===== src/rtl/wb_arbiter2_if.sv =====
// Pipelined Wishbone bundle shared by the arbiter, its two requesters and the slave.
// dat_o carries write data from the master; dat_i carries read data back to it.
interface wb_if #(
    parameter int ADR_W = 32,
    parameter int DAT_W = 32
) (
    input logic clk,
    input logic rst
);
    logic               cyc;
    logic               stb;
    logic               we;
    logic [ADR_W-1:0]   adr;
    logic [DAT_W/8-1:0] sel;
    logic [DAT_W-1:0]   dat_o;
    logic [DAT_W-1:0]   dat_i;
    logic               ack;
    logic               err;
    logic               stall;

    modport master (
        input  clk, rst, dat_i, ack, err, stall,
        output cyc, stb, we, adr, sel, dat_o
    );

    modport slave (
        input  clk, rst, cyc, stb, we, adr, sel, dat_o,
        output dat_i, ack, err, stall
    );
endinterface


===== src/rtl/wb_arbiter2.sv =====
// Two-master round-robin Wishbone arbiter; a grant is held until the owner drops cyc.
// Define WB_ARB_FIXED_PRIO_EN to make m0 win every tie instead of alternating.
module wb_arbiter2 #(
    parameter int MAX_OUTSTANDING = 4
) (
    input logic  clk,
    input logic  rst,
    wb_if.slave  m0,
    wb_if.slave  m1,
    wb_if.master s
);
    typedef enum logic [1:0] {
        IDLE = 2'd0,
        GNT0 = 2'd1,
        GNT1 = 2'd2
    } state_t;

    state_t     r_state;
    state_t     w_next;
    logic [3:0] r_outst;
    logic       r_last;
    logic       w_req0;
    logic       w_req1;
    logic       w_tieTo1;
    logic       w_full;
    logic       w_accept;
    logic       w_done;

    assign w_req0   = m0.cyc & m0.stb;
    assign w_req1   = m1.cyc & m1.stb;
    assign w_full   = (r_outst == 4'(MAX_OUTSTANDING));
    assign w_accept = s.cyc & s.stb & ~s.stall;
    assign w_done   = s.ack | s.err;

`ifdef WB_ARB_FIXED_PRIO_EN
    assign w_tieTo1 = 1'b0;
`else
    assign w_tieTo1 = ~r_last;
`endif

    always_ff @(posedge clk) begin
        if (rst) begin
            r_state <= IDLE;
            r_last  <= 1'b1;
        end else begin
            r_state <= w_next;
            if (w_next == GNT0) begin
                r_last <= 1'b0;
            end else if (w_next == GNT1) begin
                r_last <= 1'b1;
            end
        end
    end

    // Outstanding count is per grant: cleared on release, underflow-protected.
    always_ff @(posedge clk) begin
        if (rst || r_state == IDLE || w_next == IDLE) begin
            r_outst <= 4'd0;
        end else if (w_accept && !w_done) begin
            r_outst <= r_outst + 4'd1;
        end else if (w_done && !w_accept && r_outst != 4'd0) begin
            r_outst <= r_outst - 4'd1;
        end
    end

    always_comb begin
        w_next = r_state;
        case (r_state)
            IDLE: begin
                if (w_req0 && w_req1) begin
                    w_next = w_tieTo1 ? GNT1 : GNT0;
                end else if (w_req0) begin
                    w_next = GNT0;
                end else if (w_req1) begin
                    w_next = GNT1;
                end
            end
            GNT0:    if (!m0.cyc) w_next = IDLE;
            GNT1:    if (!m1.cyc) w_next = IDLE;
            default: w_next = IDLE;
        endcase
    end

    always_comb begin
        s.cyc    = 1'b0;
        s.stb    = 1'b0;
        s.we     = 1'b0;
        s.adr    = '0;
        s.sel    = '0;
        s.dat_o  = '0;
        m0.dat_i = '0;
        m0.ack   = 1'b0;
        m0.err   = 1'b0;
        m0.stall = 1'b1;
        m1.dat_i = '0;
        m1.ack   = 1'b0;
        m1.err   = 1'b0;
        m1.stall = 1'b1;
        case (r_state)
            GNT0: begin
                s.cyc    = m0.cyc;
                s.stb    = m0.stb & ~w_full;
                s.we     = m0.we;
                s.adr    = m0.adr;
                s.sel    = m0.sel;
                s.dat_o  = m0.dat_o;
                m0.dat_i = s.dat_i;
                m0.ack   = s.ack;
                m0.err   = s.err;
                m0.stall = s.stall | w_full;
            end
            GNT1: begin
                s.cyc    = m1.cyc;
                s.stb    = m1.stb & ~w_full;
                s.we     = m1.we;
                s.adr    = m1.adr;
                s.sel    = m1.sel;
                s.dat_o  = m1.dat_o;
                m1.dat_i = s.dat_i;
                m1.ack   = s.ack;
                m1.err   = s.err;
                m1.stall = s.stall | w_full;
            end
            default: begin
            end
        endcase
    end
endmodule

===== src/flat_wrapper.sv =====
// flat-port wrapper written by rule: the top's interface ports become plain ports
module wb_arbiter2_flat 
#(
    parameter int MAX_OUTSTANDING = 4
)
  (clk, rst, m0_cyc, m0_stb, m0_we, m0_adr, m0_sel, m0_dat_o, m0_dat_i, m0_ack, m0_err, m0_stall, m1_cyc, m1_stb, m1_we, m1_adr, m1_sel, m1_dat_o, m1_dat_i, m1_ack, m1_err, m1_stall, s_dat_i, s_ack, s_err, s_stall, s_cyc, s_stb, s_we, s_adr, s_sel, s_dat_o);
  wb_if m0_i (.clk(clk), .rst(rst));
  wb_if m1_i (.clk(clk), .rst(rst));
  wb_if s_i (.clk(clk), .rst(rst));
  input logic clk;
  input logic rst;
  input wire logic [$bits(m0_i.cyc)-1:0] m0_cyc;
  input wire logic [$bits(m0_i.stb)-1:0] m0_stb;
  input wire logic [$bits(m0_i.we)-1:0] m0_we;
  input wire logic [$bits(m0_i.adr)-1:0] m0_adr;
  input wire logic [$bits(m0_i.sel)-1:0] m0_sel;
  input wire logic [$bits(m0_i.dat_o)-1:0] m0_dat_o;
  output wire logic [$bits(m0_i.dat_i)-1:0] m0_dat_i;
  output wire logic [$bits(m0_i.ack)-1:0] m0_ack;
  output wire logic [$bits(m0_i.err)-1:0] m0_err;
  output wire logic [$bits(m0_i.stall)-1:0] m0_stall;
  input wire logic [$bits(m1_i.cyc)-1:0] m1_cyc;
  input wire logic [$bits(m1_i.stb)-1:0] m1_stb;
  input wire logic [$bits(m1_i.we)-1:0] m1_we;
  input wire logic [$bits(m1_i.adr)-1:0] m1_adr;
  input wire logic [$bits(m1_i.sel)-1:0] m1_sel;
  input wire logic [$bits(m1_i.dat_o)-1:0] m1_dat_o;
  output wire logic [$bits(m1_i.dat_i)-1:0] m1_dat_i;
  output wire logic [$bits(m1_i.ack)-1:0] m1_ack;
  output wire logic [$bits(m1_i.err)-1:0] m1_err;
  output wire logic [$bits(m1_i.stall)-1:0] m1_stall;
  input wire logic [$bits(s_i.dat_i)-1:0] s_dat_i;
  input wire logic [$bits(s_i.ack)-1:0] s_ack;
  input wire logic [$bits(s_i.err)-1:0] s_err;
  input wire logic [$bits(s_i.stall)-1:0] s_stall;
  output wire logic [$bits(s_i.cyc)-1:0] s_cyc;
  output wire logic [$bits(s_i.stb)-1:0] s_stb;
  output wire logic [$bits(s_i.we)-1:0] s_we;
  output wire logic [$bits(s_i.adr)-1:0] s_adr;
  output wire logic [$bits(s_i.sel)-1:0] s_sel;
  output wire logic [$bits(s_i.dat_o)-1:0] s_dat_o;
  assign m0_i.cyc = m0_cyc;
  assign m0_i.stb = m0_stb;
  assign m0_i.we = m0_we;
  assign m0_i.adr = m0_adr;
  assign m0_i.sel = m0_sel;
  assign m0_i.dat_o = m0_dat_o;
  assign m0_dat_i = m0_i.dat_i;
  assign m0_ack = m0_i.ack;
  assign m0_err = m0_i.err;
  assign m0_stall = m0_i.stall;
  assign m1_i.cyc = m1_cyc;
  assign m1_i.stb = m1_stb;
  assign m1_i.we = m1_we;
  assign m1_i.adr = m1_adr;
  assign m1_i.sel = m1_sel;
  assign m1_i.dat_o = m1_dat_o;
  assign m1_dat_i = m1_i.dat_i;
  assign m1_ack = m1_i.ack;
  assign m1_err = m1_i.err;
  assign m1_stall = m1_i.stall;
  assign s_i.dat_i = s_dat_i;
  assign s_i.ack = s_ack;
  assign s_i.err = s_err;
  assign s_i.stall = s_stall;
  assign s_cyc = s_i.cyc;
  assign s_stb = s_i.stb;
  assign s_we = s_i.we;
  assign s_adr = s_i.adr;
  assign s_sel = s_i.sel;
  assign s_dat_o = s_i.dat_o;
  wb_arbiter2 #(.MAX_OUTSTANDING(MAX_OUTSTANDING)) u_core (.clk(clk), .rst(rst), .m0(m0_i), .m1(m1_i), .s(s_i));
endmodule

===== config.mk =====
export PLATFORM = sky130hd
export DESIGN_NAME = wb_arbiter2_flat
export DESIGN_NICKNAME = d
export VERILOG_FILES = /design/src/rtl/wb_arbiter2_if.sv /design/src/rtl/wb_arbiter2.sv /design/src/flat_wrapper.sv
export SDC_FILE = /design/constraint.sdc
export NUM_CORES = 1
export LEC_CHECK = 0
export CAP_MARGIN = 25
export CORE_AREA = 2 2 125 127
export DETAILED_ROUTE_END_ITERATION = 16
export DIE_AREA = 0 0 127 129
export PLACE_DENSITY = 0.54
export SKIP_LAST_GASP = 1
export SLEW_MARGIN = 20
export SYNTH_ARGS = -nofsm -noshare
export SYNTH_HDL_FRONTEND = slang
export SYNTH_SLANG_ARGS = --single-unit

===== constraint.sdc =====
create_clock -name clk -period 4.6 [get_ports clk]
set_input_delay 0.46 -clock clk [delete_from_list [all_inputs] [get_ports clk]]
set_output_delay 0.46 -clock clk [all_outputs]
set_load 0.05 [all_outputs]

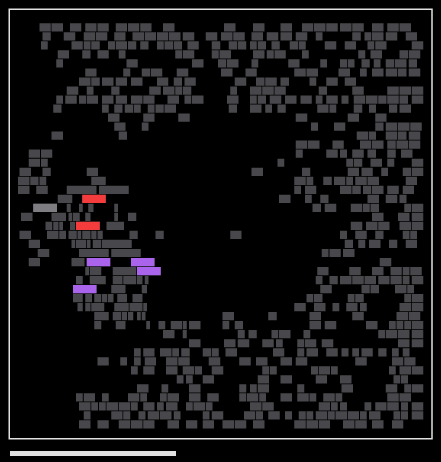
(run_1/registers.png)
Bar = 50 um. Other sequential cells in the stronger gray, the rest of the logic in the fainter gray.
legend:
  u_core.r_state:
    color: red
    placed_flops: 2
  u_core.r_outst:
    color: purple
    placed_flops: 4
    where: middle left
not colored: 1

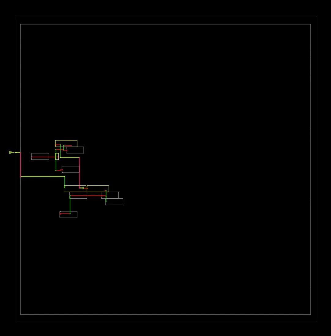
(run_1/final_clocks.png)
CLK BUF: 4
CTS sink cnt: 7

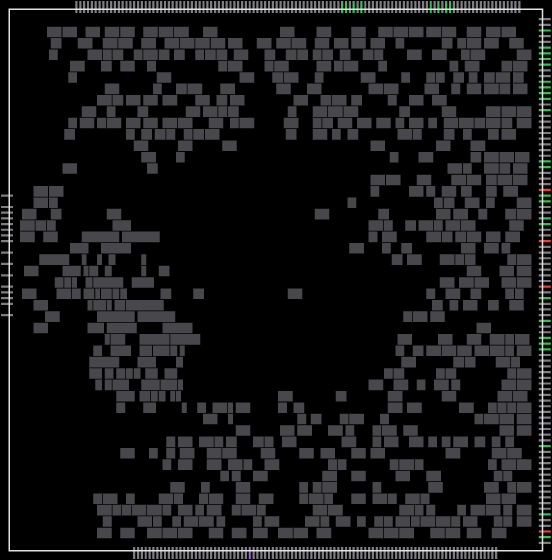
(run_1/pins.png)
Pins as bars across the die edge, other pins in gray.
legend:
  m1_sel:
    color: red
    pins: 4
    direction: input
    edge: right
  m0_stall:
    color: purple
    pins: 1
    direction: output
    edge: bottom
  m1_dat_o:
    color: green
    pins: 32
    direction: input
    edge: 24 right, 8 top

==> out/results.txt, run 1 <==
Compound Share, Synth -> 0.2932
Share of layout cells above drive strength 1 -> 0.02645
Drc violations -> 0
Area Growth Syn to Fin -> 162.8%
Yosys top cell area share -> 0.2453
Yosys warns -> 0
Clk pwr share -> 0.187
GRT overflow -> 0
Top pwr grp -> combinational cells
P_sw -> 0.0003326 W
Worst vdd ir -> 0.1494 mV
Origin of the critical flop-to-flop path -> u_core.r_state[0]
Pre-antenna DRT Iters -> 4
Syn_nets -> 499
Distinct lib cells -> 35
Diode count -> 0
Crit path max-delay family -> buffers and inverters
Skew-Pair Late Insertion Delay -> 0.23 ns
Combinational Power Share -> 0.731
Crit-path cells -> inv_1, ha_2, buf_4, nor2b_1, clkdlybuf4s50_1
Nets@finish -> 794
Post-route cell area -> 5550 um2
Post-synthesis cell area -> 2112 um2
Final Power -> 0.0007870 W
Buf+Inv Stages, Crit Path -> 3
Routed met1 length -> 5638 um
DRT antenna net count -> 0
Post-synthesis adder-cell area fraction -> 0.05687
Pin count of the biggest net entering global routing -> 59
Flop+latch power -> 0.0000651 W
Crit. path cell count -> 5
Ys cells -> 311
Die Ht -> 129 um
Switch share -> 0.4226
CTS tree -> built
Row count -> 45
Initial core utilization -> 0.1410
Tool warnings -> 30
Max cap viols -> 0
Die Area -> 16380 um2
Fmax -> 286.4 MHz
Reg-to-Reg End -> u_core.r_outst[3]
Vias in the first global route -> 3125
Postcts setup bufs -> 0
Clk_skew -> 0.001376 ns
Placed cell area -> 5472 um2
Yosys simple share -> 0.4982
CP required -> 4.14 ns
Commonest cells post-synth -> 71 x nor2b_1, 69 x a22oi_1, 69 x and2_1
Pleak -> 1.836 nW
Min cycle time layout -> 3.491 ns
Endpoints failing setup -> 0
Outcome -> finished, final reports clean
Clk buf depth -> 2
Top comb family, area -> simple AND/OR/NAND/NOR gates
CTS clk-pin slew, worst paths -> 0.04 ns
Syn avg cell area -> 6.791 um2
Crit path max fanout -> 45
Cts repair resizes -> 0
Final Slew Violations -> 0
Final Cycle Share -> 0.7589
Num CTS Buffers -> 3
Crit path arrival time -> 3.03 ns
Hold endpoint -> u_core.r_last
Xor/xnor share -> 0.008294
Worst r2r path cells -> 11
Sequential-to-total area share from yosys stat -> 0.06635
Power density cells -> 141.8 nW/um2
Hold Path Cell Cnt -> 2
Clock net power -> 0.000147 W
Worst-Margin Slew -> 0.7027 ns
Routed wl met2 -> 7215 um
==> run 1: through the flow <==
| stage | worst slack [ns] | util | instances |
|---|---|---|---|
| finish | 1.109 | 0.3706 | 793 |
| global route | 0.8776 | 0.3706 | 793 |
| CTS | 1.062 | 0.3706 | 793 |
| detailed placement | 1.312 | 0.3653 | 789 |
| global placement | 1.368 | 0.3653 | 789 |
| floorplan | 2.074 | - | 311 |
==> run 1: layout by cell type, fill, tap and decap left out, drive strengths merged, types with 3 or more instances in the layout <==
cell type      instances
o21ai                  6
clkdlybuf4s50        319
inv                    4
ha                     8
nand3                  3
clkbuf                 4
and3                   3
nor2                   4
dfxtp                  7
nor2b                 71
and2                  69
buf                    4
nand2                  8
nor3                   3
a22oi                 69
==> run 1: cell type report <==
| type | instances | area, um2 |
|---|---|---|
| Clock buffer | 4 | 78.83 |
| Tap cell | 188 | 235.2 |
| Inverter | 4 | 15.01 |
| Sequential cell | 7 | 140.1 |
| Fill cell | 1548 | 9427 |
| Multi-Input combinational cell | 267 | 1858 |
| Timing Repair Buffer | 323 | 3223 |
==> run 1: state kept, by name (all words and copies together), names as in the netlist <==
signal / cells
u_core.r_outst: 4
u_core.r_last: 1
u_core.r_state: 2
==> run 1: logic make-up (layout without fill, tap and decap cells) <==
kind of cell / after synthesis / in the layout
xor+xnor: 2 / 2
flops: 7 / 7
fa+ha+maj: 9 / 9
simple gates: 170 / 170
mux: 2 / 2
compound gates: 84 / 84
buf+inv: 37 / 331
==> run 1: tightest hold or removal path, cell delays in order, from the launching register on <==
cell	delay (ns)
dfxtp_1	0.31
o21ai_0	0.08
nand2b_1	0.06
==> run 1: layer usage <==
layer / vias up / global-route usage
met2: 135 / 0.2742
met4: 0 / 0.02392
met3: 12 / 0.02827
met5: - / 0
li1: 1670 / -
met1: 1553 / 0.1887
==> run_1/gate_families.png <==
Bar = 50 um.
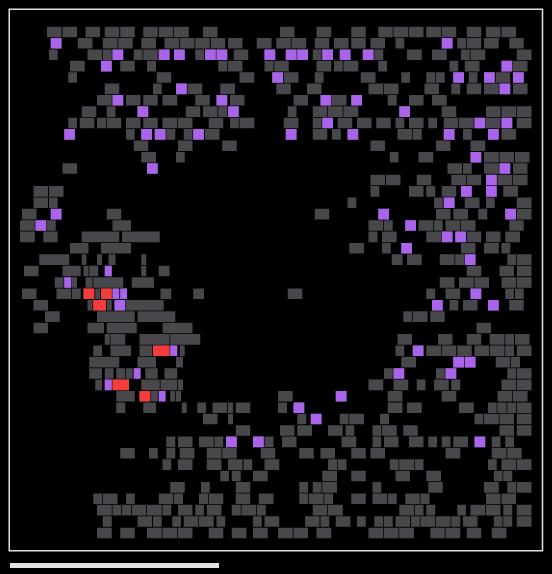

==> run 2: changes to the inputs <==
--- a/config.mk
+++ b/config.mk
@@ -6,10 +6,10 @@
 export NUM_CORES = 1
 export LEC_CHECK = 0
 export CAP_MARGIN = 25
-export CORE_AREA = 2 2 125 127
+export CORE_AREA = 2 2 123 125
 export DETAILED_ROUTE_END_ITERATION = 16
-export DIE_AREA = 0 0 127 129
-export PLACE_DENSITY = 0.54
+export DIE_AREA = 0 0 125 127
+export PLACE_DENSITY = 0.57
 export SKIP_LAST_GASP = 1
 export SLEW_MARGIN = 20
 export SYNTH_ARGS = -nofsm -noshare
==> constraint.sdc (replaced) <==
create_clock -name clk -period 3.05 [get_ports clk]
set_input_delay 0.305 -clock clk [delete_from_list [all_inputs] [get_ports clk]]
set_output_delay 0.305 -clock clk [all_outputs]
set_load 0.05 [all_outputs]
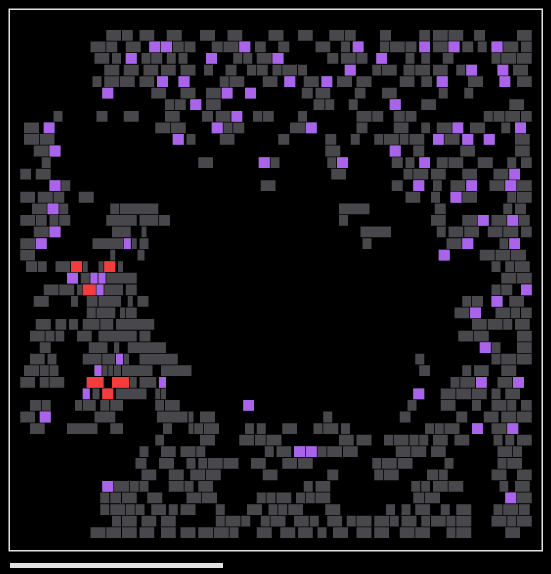
(run_2/gate_families.png)
Bar = 50 um.
legend:
  inverting AOI/OAI gates:
    color: purple
    cells: 78
    where: spread over the die
  AND-OR and OR-AND gates:
    color: red
    cells: 6
    where: middle left

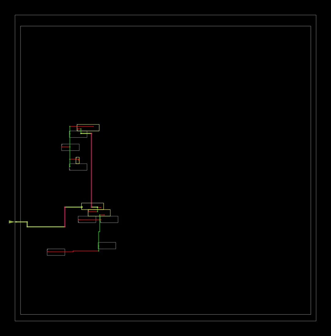
(run_2/final_clocks.png)
Num CTS Buffers: 3
clk_skew: 0.002581 ns
flip-flops: 7
Skew-Pair Late Insertion Delay: 0.23 ns
Clock net power: 0.000227 W

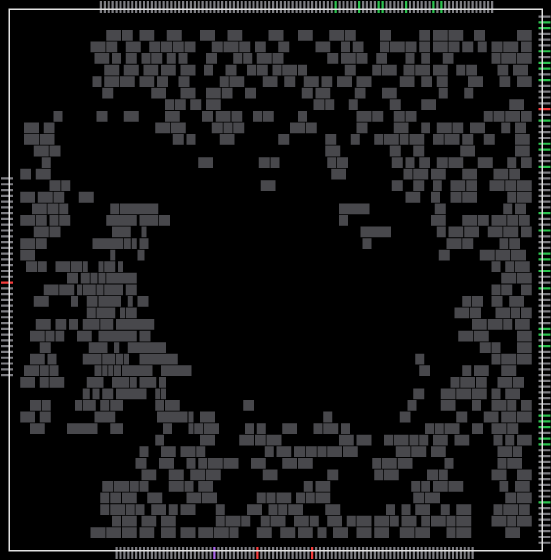
(run_2/pins.png)
Pins as bars across the die edge, other pins in gray.
legend:
  m1_dat_o:
    color: green
    pins: 32
    direction: input
    edge: 25 right, 7 top
  m0_stall:
    color: purple
    pins: 1
    direction: output
    edge: bottom
  m1_sel:
    color: red
    pins: 4
    direction: input
    edge: 2 bottom, 1 left, 1 right
all pins by edge: 101 top, 92 right, 92 bottom, 35 left
Die Span X: 125 um
I/O Buffers: 319
Die Ht: 127 um

==> run 2 against run 1 <==
Sequential cell count unchanged; via count shrank 0.12%; core utilization rose by 0.43 points; sequential share of layout area up 0.067 points; highest routed layer is now met5; register-to-register slack worse by 1.0 ns; setup slack got worse by 0.79 ns; first-iteration DRC count fell by 26%; critical path depth unchanged.
==> out/results.txt, run 2 <==
Outcome -> finished, final reports clean
Origin of the critical flop-to-flop path -> u_core.r_state[0]
R2R Setup Slk -> 0.36 ns
RSZ-0062 raised after global routing -> no
Via/cell ratio -> 4.255
Die Area -> 15880 um2
Post-synth top area cell -> a22oi_1
Min cycle time layout -> 2.734 ns
DRT antenna net count -> 0
RD Place Congestion -> 0.9446
Combinational Power Share -> 0.724
Sequential-to-total area share from yosys stat -> 0.06635
Worst min-delay path category -> reg2reg
Final wirelength -> 12820 um
Final Slew Violations -> 0
Dpl hpwl -> 10340 um
Endpoints failing hold -> 0
Drc violations -> 0
Max reg flops -> 4
Post-synth ARST share -> 0
CTS clk-pin slew, worst paths -> 0.04 ns
Core Box Area -> 14420 um2
Pint -> 0.0006768 W
Hold endpoint -> u_core.r_last
Final Power -> 0.001178 W
Top cells by area -> a22oi_1 25%, nor2b_1 21%, and2_1 20%
First-pass GRT wire length -> 18990 um
Vias in the first global route -> 3367
P_sw -> 0.0005015 W
Iteration-0 DRC Markers -> 134
Clk pwr share -> 0.193
Final Cycle Share -> 0.8965
Min-delay src -> u_core.r_last
Post-Synthesis Cells -> 311
Root Buffer -> clkbuf_16
Crit-path max cell delay -> 0.82 ns
Postcts setup bufs -> 0
Commonest Layout Cell -> clkdlybuf4s50_1
Flop pwr share -> 0.084
Ys flops -> 7
Slew headroom -> 0.5920
Syn avg cell area -> 6.791 um2
Tool warnings -> 30
Initial antenna violation count -> 1
Placed cell area -> 5329 um2
Commonest cells post-synth -> 71 x nor2b_1, 69 x a22oi_1, 69 x and2_1
Share of layout cells above drive strength 1 -> 0.1466
Pin count of the biggest net entering global routing -> 73
Fmax -> 365.7 MHz
Cts repair resizes -> 0
GRT Util Overall -> 0.1466
Most frequently placed logic cells in the final layout -> 248 x clkdlybuf4s50_1, 75 x buf_4, 71 x nor2b_1
Setup_tns -> 0 ns
CP required -> 2.74 ns
Top Ports -> 320
Initial core utilization -> 0.1464
Max cap viols -> 0
Row count -> 44
Post-synthesis cell area -> 2112 um2
Top reg by flops -> u_core.r_outst
Nets@finish -> 796
CP max stage cell -> clkdlybuf4s50_1
Vias -> 3366
Critical Setup Path Class -> reg2out
Hold Path Cell Cnt -> 2
Worst r2r path cells -> 11
Switch share -> 0.4256
Setup crit end kind -> output port
Final core occ -> 0.3749
Crit-path cells -> inv_1, ha_4, buf_4, and2_1, clkdlybuf4s50_1
Distinct lib cells -> 35
Diode count -> 0
Worst-Margin Slew -> 0.6120 ns
Endpoints failing setup -> 0
Most numerous cell in the Yosys netlist -> nor2b_1
Crit path max fanout -> 66
Max H-tree Level -> 1
Critical Path Source Type -> flop
Worst vdd ir -> 0.1436 mV
Hold Buf Count CTS -> 0
Pleak -> 1.996 nW
Post-route cell area -> 5408 um2
Chip Area, Yosys -> 2112 um2
Syn_nets -> 499
Area Growth Syn to Fin -> 156.0%
WHS -> 0.5185 ns
Clk buf depth -> 2
Reg-to-Reg End -> u_core.r_outst[3]
Crit. Startpoint -> u_core.r_state[1]
Fillers -> 1477
Flip-flops with a built-in enable -> 0
Worst Setup EP -> m0_dat_i[8]
CTS tree -> built
Yosys warns -> 0
Power density cells -> 217.9 nW/um2
Pre-antenna DRT Iters -> 4
CTS sink cnt -> 7
Ys cells -> 311
DR WL/cell -> 16.21 um
Primary FF master, synth -> dfxtp_1
Yosys top cell area share -> 0.2453
Crit path arrival time -> 2.43 ns
Largest registers -> u_core.r_outst x4, u_core.r_state x2, u_core.r_last x1
GRT overflow -> 0
==> run 2: netlist changes by cell type in the layout (fill, tap and decap cells not counted), sizes merged <==
cell / delta
buf: +73
clkdlybuf4s50: -71
==> run 2: metrics by stage <==
stage,std cells,worst slack (ns)
floorplan,311,0.5241
global placement,787,0.4050
detailed placement,787,0.3400
CTS,791,0.2828
global route,791,0.1362
finish,791,0.3158
==> run 2: layer usage <==
layer / track usage / vias to the layer above / wire length, um
met5: 0 / - / 13
met4: 0.03595 / 2 / 289
met3: 0.03141 / 22 / 867
met2: 0.2692 / 161 / 6457
met1: 0.1741 / 1508 / 5191
li1: - / 1673 / -
==> run 2: power groups by stage <==
| stage | Sequential, W | Combinational (W) | Clock (W) |
|---|---|---|---|
| after floorplan | 0.0000981 | 0.000449 | 0 |
| after global placement | 0.0000997 | 0.000852 | 0 |
| after detailed placement | 0.000100 | 0.000858 | 0 |
| after CTS | 0.0000986 | 0.000861 | 0.000232 |
| after global routing | 0.0000989 | 0.000907 | 0.000239 |
| final | 0.0000985 | 0.000853 | 0.000227 |
==> run 2: final cells by class <==
| type | instances | area [um2] | area share |
|---|---|---|---|
| sequential | 7 | 140.1 | 0.02591 |
| inverter | 4 | 15.01 | 0.002776 |
| tap | 184 | 230.2 | 0.04257 |
| timing repair buffer | 325 | 3085 | 0.5706 |
| multi-input combinational | 267 | 1858 | 0.3436 |
| clock buffer | 4 | 78.83 | 0.01458 |
==> run 2: worst max-delay path: cells and delay by family (launching register included) <==
kind	cells	cell delay [ns]
fa+ha+maj	1	0.15
buf+inv	3	1.43
flops	1	0.35
simple gates	1	0.22
==> run 2: logic make-up after synthesis <==
logic type / synth area share
simple gates: 0.4982
fa+ha+maj: 0.05687
mux: 0.01007
xor+xnor: 0.008295
compound gates: 0.2932
flops: 0.06635
buf+inv: 0.06694
Power and IR drop assume default switching activity.
